**src/rtl/axi4_lite_slave_mem.sv**
```systemverilog
// AXI4-Lite slave responder backed by a small byte-strobed register bank.
// Handles one outstanding write and one outstanding read. The write path
// has independent AW and W holding registers. The read path is a two-state
// FSM. Every output comes from a register.
// Optional feature macro: AXI4_LITE_SLAVE_MEM_RANGE_CHECK_EN. When it is
// defined, an address with any bit set above the bank gets SLVERR, its write
// is dropped and its read returns zero. When it is undefined, addresses alias
// modulo the bank size and every response is OKAY.
module axi4_lite_slave_mem #(
  parameter int data_width = 32,
  parameter int addr_width = 32,
  parameter int strb_width = data_width / 8,
  parameter int depth_log2 = 4
) (
  input  logic                  ACLK,
  input  logic                  ARESET,
  input  logic                  AWVALID,
  output logic                  AWREADY,
  input  logic [addr_width-1:0] AWADDR,
  input  logic [2:0]            AWPROT,
  input  logic                  WVALID,
  output logic                  WREADY,
  input  logic [data_width-1:0] WDATA,
  input  logic [strb_width-1:0] WSTRB,
  output logic                  BVALID,
  input  logic                  BREADY,
  output logic [1:0]            BRESP,
  input  logic                  ARVALID,
  output logic                  ARREADY,
  input  logic [addr_width-1:0] ARADDR,
  input  logic [2:0]            ARPROT,
  output logic                  RVALID,
  input  logic                  RREADY,
  output logic [data_width-1:0] RDATA,
  output logic [1:0]            RRESP
);
  localparam int lsb   = $clog2(strb_width);
  localparam int words = 1 << depth_log2;
  localparam logic [1:0] RESP_OKAY   = 2'b00;
  localparam logic [1:0] RESP_SLVERR = 2'b10;

  typedef enum logic {RD_IDLE, RD_RESP} rd_state_t;

  logic [data_width-1:0] mem [words];

  logic                  aw_full, w_full;
  logic [addr_width-1:0] aw_addr;
  logic [data_width-1:0] w_data;
  logic [strb_width-1:0] w_strb;
  logic [depth_log2-1:0] aw_idx, ar_idx;
  logic                  aw_oob, ar_oob;
  logic                  commit;
  rd_state_t             rd_state;

  assign aw_idx = aw_addr[lsb +: depth_log2];
  assign ar_idx = ARADDR[lsb +: depth_log2];

`ifdef AXI4_LITE_SLAVE_MEM_RANGE_CHECK_EN
  assign aw_oob = |(aw_addr >> (lsb + depth_log2));
  assign ar_oob = |(ARADDR >> (lsb + depth_log2));
`else
  assign aw_oob = 1'b0;
  assign ar_oob = 1'b0;
`endif

  // The protection bits and the address bits outside the word index are
  // deliberately ignored. Fold them here so the intent is visible.
  logic unused_ok;
  assign unused_ok = ^{AWPROT, ARPROT, aw_addr, ARADDR};

  // A held write commits once both halves are present and the B slot is
  // free, or is being freed on this same edge.
  assign commit = aw_full && w_full && (!BVALID || BREADY);

  // Write path: AW/W capture, commit into the bank, and the B channel.
  always_ff @(posedge ACLK) begin
    if (ARESET) begin
      aw_full <= 1'b0;
      w_full  <= 1'b0;
      aw_addr <= '0;
      w_data  <= '0;
      w_strb  <= '0;
      AWREADY <= 1'b0;
      WREADY  <= 1'b0;
      BVALID  <= 1'b0;
      BRESP   <= RESP_OKAY;
      for (int i = 0; i < words; i++) mem[i] <= '0;
    end else if (commit) begin
      // Both holding registers are full, so AWREADY and WREADY are low and
      // no new handshake can land on this edge.
      aw_full <= 1'b0;
      w_full  <= 1'b0;
      AWREADY <= 1'b1;
      WREADY  <= 1'b1;
      BVALID  <= 1'b1;
      BRESP   <= aw_oob ? RESP_SLVERR : RESP_OKAY;
      if (!aw_oob) begin
        for (int i = 0; i < strb_width; i++)
          if (w_strb[i]) mem[aw_idx][8*i +: 8] <= w_data[8*i +: 8];
      end
    end else begin
      if (BVALID && BREADY) BVALID <= 1'b0;
      if (AWVALID && AWREADY) begin
        aw_full <= 1'b1;
        aw_addr <= AWADDR;
        AWREADY <= 1'b0;
      end else begin
        AWREADY <= !aw_full;
      end
      if (WVALID && WREADY) begin
        w_full  <= 1'b1;
        w_data  <= WDATA;
        w_strb  <= WSTRB;
        WREADY  <= 1'b0;
      end else begin
        WREADY  <= !w_full;
      end
    end
  end

  // Read path FSM. On a same-edge commit, the bank read sees the pre-write
  // value because the bank write is non-blocking.
  always_ff @(posedge ACLK) begin
    if (ARESET) begin
      rd_state <= RD_IDLE;
      ARREADY  <= 1'b0;
      RVALID   <= 1'b0;
      RDATA    <= '0;
      RRESP    <= RESP_OKAY;
    end else begin
      case (rd_state)
        RD_IDLE: begin
          if (ARVALID && ARREADY) begin
            rd_state <= RD_RESP;
            ARREADY  <= 1'b0;
            RVALID   <= 1'b1;
            RDATA    <= ar_oob ? '0 : mem[ar_idx];
            RRESP    <= ar_oob ? RESP_SLVERR : RESP_OKAY;
          end else begin
            ARREADY  <= 1'b1;
          end
        end
        RD_RESP: begin
          if (RREADY) begin
            rd_state <= RD_IDLE;
            RVALID   <= 1'b0;
            ARREADY  <= 1'b1;
          end
        end
        default: rd_state <= RD_IDLE;
      endcase
    end
  end
endmodule

```
**config.mk**
```make
export PLATFORM = sky130hd
export DESIGN_NAME = axi4_lite_slave_mem
export DESIGN_NICKNAME = d
export VERILOG_FILES = /design/src/rtl/axi4_lite_slave_mem.sv
export SDC_FILE = /design/constraint.sdc
export NUM_CORES = 1
export LEC_CHECK = 0
export CAP_MARGIN = 20
export CORE_MARGIN = 3
export CORE_UTILIZATION = 49
export CTS_BUF_LIST = sky130_fd_sc_hd__clkbuf_4 sky130_fd_sc_hd__clkbuf_8 sky130_fd_sc_hd__clkbuf_16
export CTS_CLUSTER_DIAMETER = 100
export DETAILED_ROUTE_END_ITERATION = 8
export GPL_TIMING_DRIVEN = 0
export PLACE_DENSITY = 0.7
export REMOVE_ABC_BUFFERS = 1
export SLEW_MARGIN = 20
export SYNTH_ARGS = -nofsm -noshare
export SYNTH_HDL_FRONTEND = slang
export SYNTH_SLANG_ARGS = --single-unit
```
**constraint.sdc**
```tcl
create_clock -name ACLK -period 2.37 [get_ports ACLK]
set_clock_uncertainty 0.1 [all_clocks]
set_input_delay 0.5925 -clock ACLK [delete_from_list [all_inputs] [get_ports ACLK]]
set_output_delay 0.5925 -clock ACLK [all_outputs]
set_load 0.005 [all_outputs]
```
==> out/results.tsv, run 1 <==
stage	metric	value	unit
logic_synthesis	synthArstFlopShare	0	%
logic_synthesis	yosys_area	0.0262	mm²
power_and_ir_drop	p_comb	1.41	mW
cells_and_area	fill_cells	4132	
sta	grt_setup_unrepaired	yes	
critical_path	crit_start	aw_addr[5]$_SDFFE_PP0P_	
power_and_ir_drop	power-top-group	sequential cells	
cells_and_area	lay_top_count	and2_1	
cells_and_area	largest_reg_flops	512	
die	core-area	0.0528	mm²
cells_and_area	comb-cell-share	30.2	%
route	first_pass_iters	5	
sta	slew_viol_final	0	
global_routing	antenna_found_initial	1	
hold_path	hold_depth	2	
die	ios	154	
job	warnings	89	
hold_path	min_path_type	input pin to flip-flop	
logic_synthesis	postSynthSeqShare	64.7	%
global_routing	grt_usage	22.6	%
route	routed.top_layer	met4	
logic_synthesis	synth_area	0.0262	mm²
logic_synthesis	yosys-stat-cells	1866	
critical_path	reg2reg_depth	4	
critical_path	r2r-start	aw_addr[5]$_SDFFE_PP0P_	
power_and_ir_drop	power_density	758	mW/mm²
cells_and_area	fin_util	57.2	%
sta	setup_slack	-175	ps
cells_and_area	comb_cells	1164	
cells_and_area	regArea	0.0170	mm²
hold_path	hp-start	ARESET	
critical_path	crit_cells	4	
logic_synthesis	synthCells	1866	
sta	finalClockPeriodUsage	107	%
cells_and_area	drive_above_1_share	17.5	%
cts	htree_levels	2	
critical_path	rr_endpoint	mem[12][18]$_SDFFCE_PN0P_	
cts	cts_setup_buffers	4	
die	initial_core_util	49.7	%
place	gp_congestion	0.786	
status	status	complete, but fails checks	
route	drt_iter0_markers	1567	
cells_and_area	top_register	mem	
sta	tns	-13880	ps
power_and_ir_drop	switching_share	21.7	%
route	vias_per_cell	5.80	
cells_and_area	fin_nets	2033	
place	port_buffers	87	
route	postRouteAntennaNets	0	
critical_path	worst_setup_path_start_kind	flip-flop	
die	die.size.y	237	µm
cts	cts_root_buffer	clkbuf_16	
sta	setup_violations	210	
cells_and_area	antenna_cells	0	
hold_path	hold_end	w_data[5]$_SDFFE_PP0P_	
power_and_ir_drop	cellLeakagePower	11.0	nW
cts	clock_sink_count	592	
critical_path	rrSetupSlack	-170	ps
cells_and_area	largest_registers	mem: 512 flops, RDATA: 32 flops, w_data: 32 flops	
logic_synthesis	edf_count	512	
power_and_ir_drop	p_clk_share	41.8	%
die	taps	688	
cells_and_area	areaGrowthSynthToFinish	15.0	%
critical_path	cp.arrival	2740	ps
power_and_ir_drop	irDropWorstVdd	0.576	mV
cells_and_area	lay_top_cells	and2_1, edfxtp_1, mux2i_1	
status	violations	negative setup slack	
logic_synthesis	synth_top_flop_cell	edfxtp_1	
power_and_ir_drop	p_sw	4.96	mW
cells_and_area	final-clk-cell-share	6.65	%
global_routing	grt_pass1_wl	95500	µm
cells_and_area	nClkBuffers	85	
cells_and_area	nonClockInverterCount	0	
route	met2_length	30500	µm
cells_and_area	largest_cell_class	sequential cells	
die	rows	84	
cts	cts_tree	done	
critical_path	path_max_fanout	9	
sta	min_period	2540	ps
critical_path	crit_path_end_kind	flip-flop	
sta	finalHoldViolCount	0	
critical_path	endpoint	mem[12][18]$_SDFFCE_PN0P_	
power_and_ir_drop	clock_power	9.57	mW
cts	clkTransAtPathRegs	60	ps
job	cap_violations	0	
==> run 1: logic make-up (layout without fill, tap and decap cells) <==
kind of cell | count (synthesis) | in the layout | share of synthesized area, %
buffers and inverters | 114 | 214 | 2.18
AND-OR/OR-AND | 161 | 161 | 4.08
other | 1 | 4 | 0.0143
multiplexers | 219 | 219 | 12.0
AND/OR/NAND/NOR | 779 | 780 | 17.0
flip-flops | 592 | 592 | 64.7
==> run 1: cell usage after synthesis (2+ instances only) <==
| master | count | area share, % |
|---|---|---|
| and2_1 | 516 | 12 |
| edfxtp_1 | 512 | 59 |
| mux2i_1 | 142 | 5.4 |
| nand2_1 | 89 | 1.3 |
| dfxtp_1 | 80 | 6.1 |
| nor2_1 | 76 | 1.1 |
| mux4_2 | 71 | 6.1 |
| clkbuf_1 | 64 | 0.92 |
| or2_2 | 64 | 1.5 |
| a22oi_1 | 53 | 1.5 |
| a21oi_1 | 43 | 0.82 |
| a32oi_1 | 30 | 1.0 |
| o21ai_0 | 30 | 0.57 |
| buf_2 | 23 | 0.44 |
| buf_4 | 21 | 0.60 |
| nand2b_1 | 11 | 0.26 |
| nor2b_1 | 9 | 0.21 |
| nand3_1 | 6 | 0.11 |
| mux4_1 | 4 | 0.40 |
| nand4b_1 | 4 | 0.13 |
| a221o_1 | 2 | 0.076 |
| buf_6 | 2 | 0.086 |
| mux2_2 | 2 | 0.086 |
==> run 1: metrics by stage <==
stage	hold slack (ps)	total power [mW]	instance area, µm²
2_1_floorplan	329	12.7	25700
3_3_place_gp	345	13.6	27400
3_5_place_dp	360	13.5	27700
4_1_cts	221	23.0	30000
5_1_grt	251	23.6	30200
6_report	255	22.9	30200
==> run 1: routing by layer <==
layer,global-route usage (%),up-vias
met4,8.74,0
met5,0,-
li1,-,6897
met1,31.5,7814
met3,3.83,116
met2,35.9,594
Figure 1. The metal 1 layer (run 1).
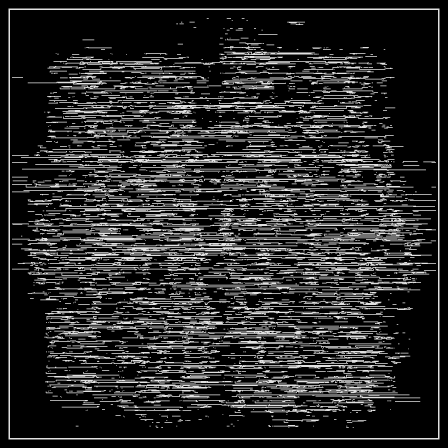
main direction: horizontal
nets with wire on the layer: 1906
wire length on this layer: 27.4 mm
share of all routed wire: 43%
Via Count: 15400
Post-Route WL: 64600 µm
met1 Resource Use GR: 31.5%

Figure 2. M2 wires (run 1).
Bar = 50 µm.
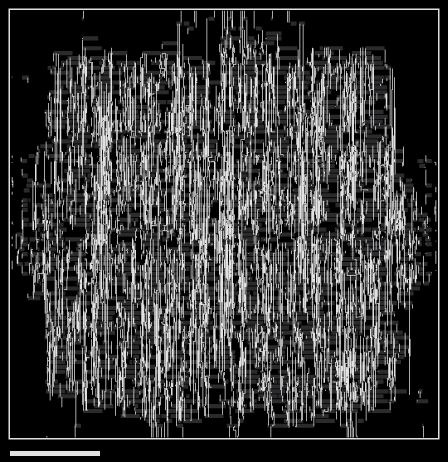
main direction: vertical
longest straight run: 91.8 µm
met2 usage: 35.9%

Figure 3. Metal 3 (run 1).
Bar = 50 µm.
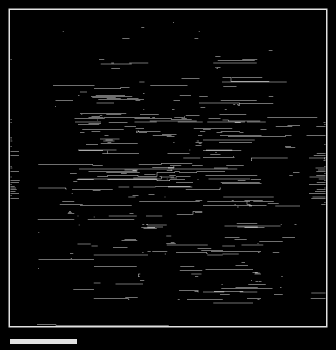
share of all routed wire: 6.9%
main direction: horizontal
wire length on this layer: 4460 µm
grt met3 use: 3.83%

--- run 2 (diff from run 1) ---
--- a/config.mk
+++ b/config.mk
@@ -8,7 +8,7 @@
 export CAP_MARGIN = 20
 export CORE_MARGIN = 3
 export CORE_UTILIZATION = 49
-export CTS_BUF_LIST = sky130_fd_sc_hd__clkbuf_4 sky130_fd_sc_hd__clkbuf_8 sky130_fd_sc_hd__clkbuf_16
+export CTS_BUF_LIST = sky130_fd_sc_hd__clkbuf_2
 export CTS_CLUSTER_DIAMETER = 100
 export DETAILED_ROUTE_END_ITERATION = 8
 export GPL_TIMING_DRIVEN = 0
Figure 4. Metal 3 (run 2).
Bar = 50 µm.
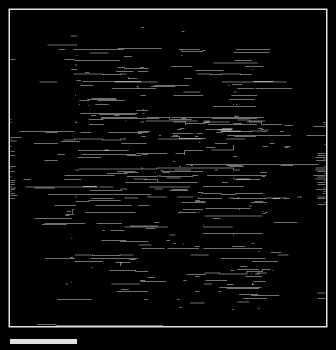
longest straight run: 99.4 µm
main direction: horizontal
Via Count: 16200
Post-Route WL: 65500 µm
grt met3 use: 5.45%

==> out/results.tsv, run 2 <==
stage	metric	value	unit	change
route	drc	0		
logic_synthesis	postSynthSeqShare	64.7	%	unchanged
logic_synthesis	ys.flops	592		
cells_and_area	fin_util	57.7	%	+0.50 points
cells_and_area	areaGrowthSynthToFinish	16.0	%	
global_routing	grt_pass1_wl	98400	µm	+3.1%
sta	setup_slack	-87.7	ps	+87.2 ps
critical_path	path_max_fanout	2		-7
cts	clock_sink_count	592		unchanged
cells_and_area	drive_above_1_share	26.7	%	+9.2 points
cells_and_area	fin_nets	2207		+8.6%
critical_path	crit_family	flip-flops		
job	cap_violations	0		unchanged
logic_synthesis	edf_count	512		unchanged
cts	numCtsBuffers	151		
cts	clock.latency.late_pin	1270	ps	
sta	finalClockPeriodUsage	104	%	-3.7 points
global_routing	grt_pass1_vias	16600		
power_and_ir_drop	cellLeakagePower	11.5	nW	+4.6%
critical_path	cp_num_buf_inv	1		
logic_synthesis	yosys_area	0.0262	mm²	unchanged
critical_path	worst_setup_path_start_kind	flip-flop		
cts	ctsHoldBuffers	68		
global_routing	gr-total-overflow	0		
logic_synthesis	synthTopCellsByCount	and2_1, edfxtp_1, mux2i_1, nand2_1, dfxtp_1		
logic_synthesis	synth_top_flop_cell	edfxtp_1		
route	postRouteAntennaNets	0		unchanged
route	wl_per_cell	22.6	µm	
sta	setup_violations	41		-80%
job	warnings	90		+1.1%
die	initial_core_util	49.7	%	unchanged
logic_synthesis	synthCells	1866		unchanged
route	drt_iter0_markers	1505		-4.0%
route	first_pass_iters	7		+2
global_routing	grt_max_degree	82		
critical_path	reg2reg_depth	3		-1
logic_synthesis	synth_cell_types	35		
critical_path	cp.required	1680	ps	
global_routing	antenna_found_initial	2		+1
sta	grt_setup_unrepaired	yes		
cells_and_area	top_register	mem		
logic_synthesis	most_common_cell	and2_1		
logic_synthesis	yosys-stat-cells	1866		unchanged
cts	cts-resized-gates	268		
route	vias_per_cell	5.59		-3.7%
sta	tns	-1120	ps	+12760 ps
die	die.size.y	237	µm	unchanged
cells_and_area	lay_top_count	and2_1		
logic_synthesis	largest_area_cell	edfxtp_1		
place	port_buffers	87		unchanged
hold_path	hp-start	ARESET		
cts	cts_max_path_buffers	3		
logic_synthesis	top_area_share	58.6	%	unchanged
sta	timing.hold.ws	151	ps	-104 ps
critical_path	path_cells	buf_2		
sta	slew_viol_final	0		unchanged
hold_path	hold_depth	3		+1
cts	cts_tree	done		
cts	cts_setup_buffers	17		+13
sta	worst_pin_slew	866	ps	
hold_path	min_path_type	input pin to flip-flop		
cells_and_area	regArea	0.0170	mm²	+0.33%
sta	min_period	2460	ps	-87.2 ps
logic_synthesis	synth_area	0.0262	mm²	unchanged
critical_path	r2r-start	aw_addr[2]$_SDFFE_PP0P_		
logic_synthesis	yosysWarnings	0		
cells_and_area	lay_top_cells	and2_1, edfxtp_1, clkbuf_2		
cells_and_area	comb_area	0.00925	mm²	
sta	finalHoldViolCount	0		unchanged
place	gp_congestion	0.786		unchanged
critical_path	rrSetupSlack	-10	ps	+160 ps
cts	htree_levels	4		+2
critical_path	criticalPathCategory	flip-flop to output pin		
die	core-area	0.0528	mm²	unchanged
logic_synthesis	synth.avg_cell_area	14.1	µm²	
die	die_w	237	µm	
power_and_ir_drop	irDropWorstVdd	0.409	mV	-29%
cells_and_area	largest_registers	mem: 512 flops, RDATA: 32 flops, w_data: 32 flops		
die	rows	84		unchanged
sta	fmax	407	MHz	
status	violations	negative setup slack		
critical_path	max_stage_delay	370	ps	
cts	cts_root_buffer	clkbuf_2		
die	die_area	0.0564	mm²	
place	place_ws	-1750	ps	
cells_and_area	fill_cells	4227		+2.3%
critical_path	crit_start	RDATA[5]$_SDFFE_PP0P_		
status	status	complete, but fails checks		
cts	clkTransAtPathRegs	110	ps	+50 ps
die	ios	154		unchanged
critical_path	cp.arrival	1770	ps	-970 ps
cells_and_area	largest_reg_flops	512		unchanged
sta	max-slew-margin-rel	42.2	%	
critical_path	rr_endpoint	mem[15][3]$_SDFFCE_PN0P_		
logic_synthesis	top_cells_by_area	edfxtp_1, and2_1, dfxtp_1		
hold_path	hold_end	w_strb[1]$_SDFFE_PP0P_		
power_and_ir_drop	power_density	674	mW/mm²	-11%
logic_synthesis	synthArstFlopShare	0	%	unchanged
critical_path	slowest_stage	dfxtp_2		
critical_path	crit_path_end_kind	output pin		
place	place_hpwl	40200	µm	
Figure 5. Routing congestion map (run 2).
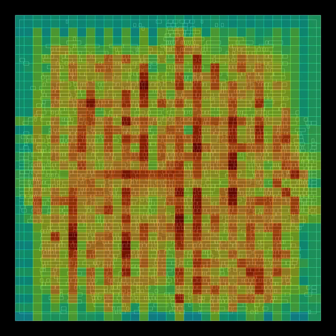
GRT Total Usage: 23.5%
met1 Resource Use GR: 31.7%

[run 2: cell counts after synthesis]
No cell type changed its count.
[run 2: final cells by class]
type                    count  share of cell area, %
clock inverters            30                  0.727
multi-input cells        1163                   30.4
well taps                 688                   2.83
flip-flops and latches    592                   55.9
diodes                      3                 0.0247
clock buffers             232                   3.81
repair buffers            186                   6.30
[run 2: cell families after synthesis]
kind of cell           share of synthesized area [%]
multiplexers                                    12.0
other                                         0.0143
flip-flops                                      64.7
AND/OR/NAND/NOR                                 17.0
buffers and inverters                           2.18
AND-OR/OR-AND                                   4.08
[run 2: worst min-delay path, cell delays in order]
cell           delay (ps)
dlygate4sd3_1         540
buf_6                 200
a21oi_1               130
[run 2: power breakdown]
group / internal [mW] / switching (mW)
clock: 3.00 / 4.13
combinational: 0.680 / 0.831
sequential: 11.6 / 0.264
[run 2: metrics by stage]
stage	instances	instance area (µm²)	power, mW
global placement	2530	27400	13.6
CTS	2887	30100	20.6
floorplan	1755	25700	12.7
finish	2894	30400	20.5
global route	2894	30400	21.4
detailed placement	2540	27700	13.5
[run 2: layer usage]
metal,global-route usage [%],up-vias,part of all wire (%)
met5,0,-,0
met4,9.48,0,2.7
met3,5.45,113,7.6
met2,37.2,665,48
met1,31.7,8058,42
li1,-,7339,-
[run 2: worst max-delay path by stage]
stage,cells past startpoint,slack (ps),to
6_report,1,-90,RDATA[5]
5_1_grt,1,-250,RDATA[3]
4_1_cts,1,-240,RDATA[14]
3_5_place_dp,5,-1750,mem[11][2]$_SDFFCE_PN0P_
3_3_place_gp,5,-10980,RDATA[16]$_SDFFE_PP0P_
2_1_floorplan,3,-50,RDATA[14]$_SDFFE_PP0P_
Power and IR drop assume default switching activity.
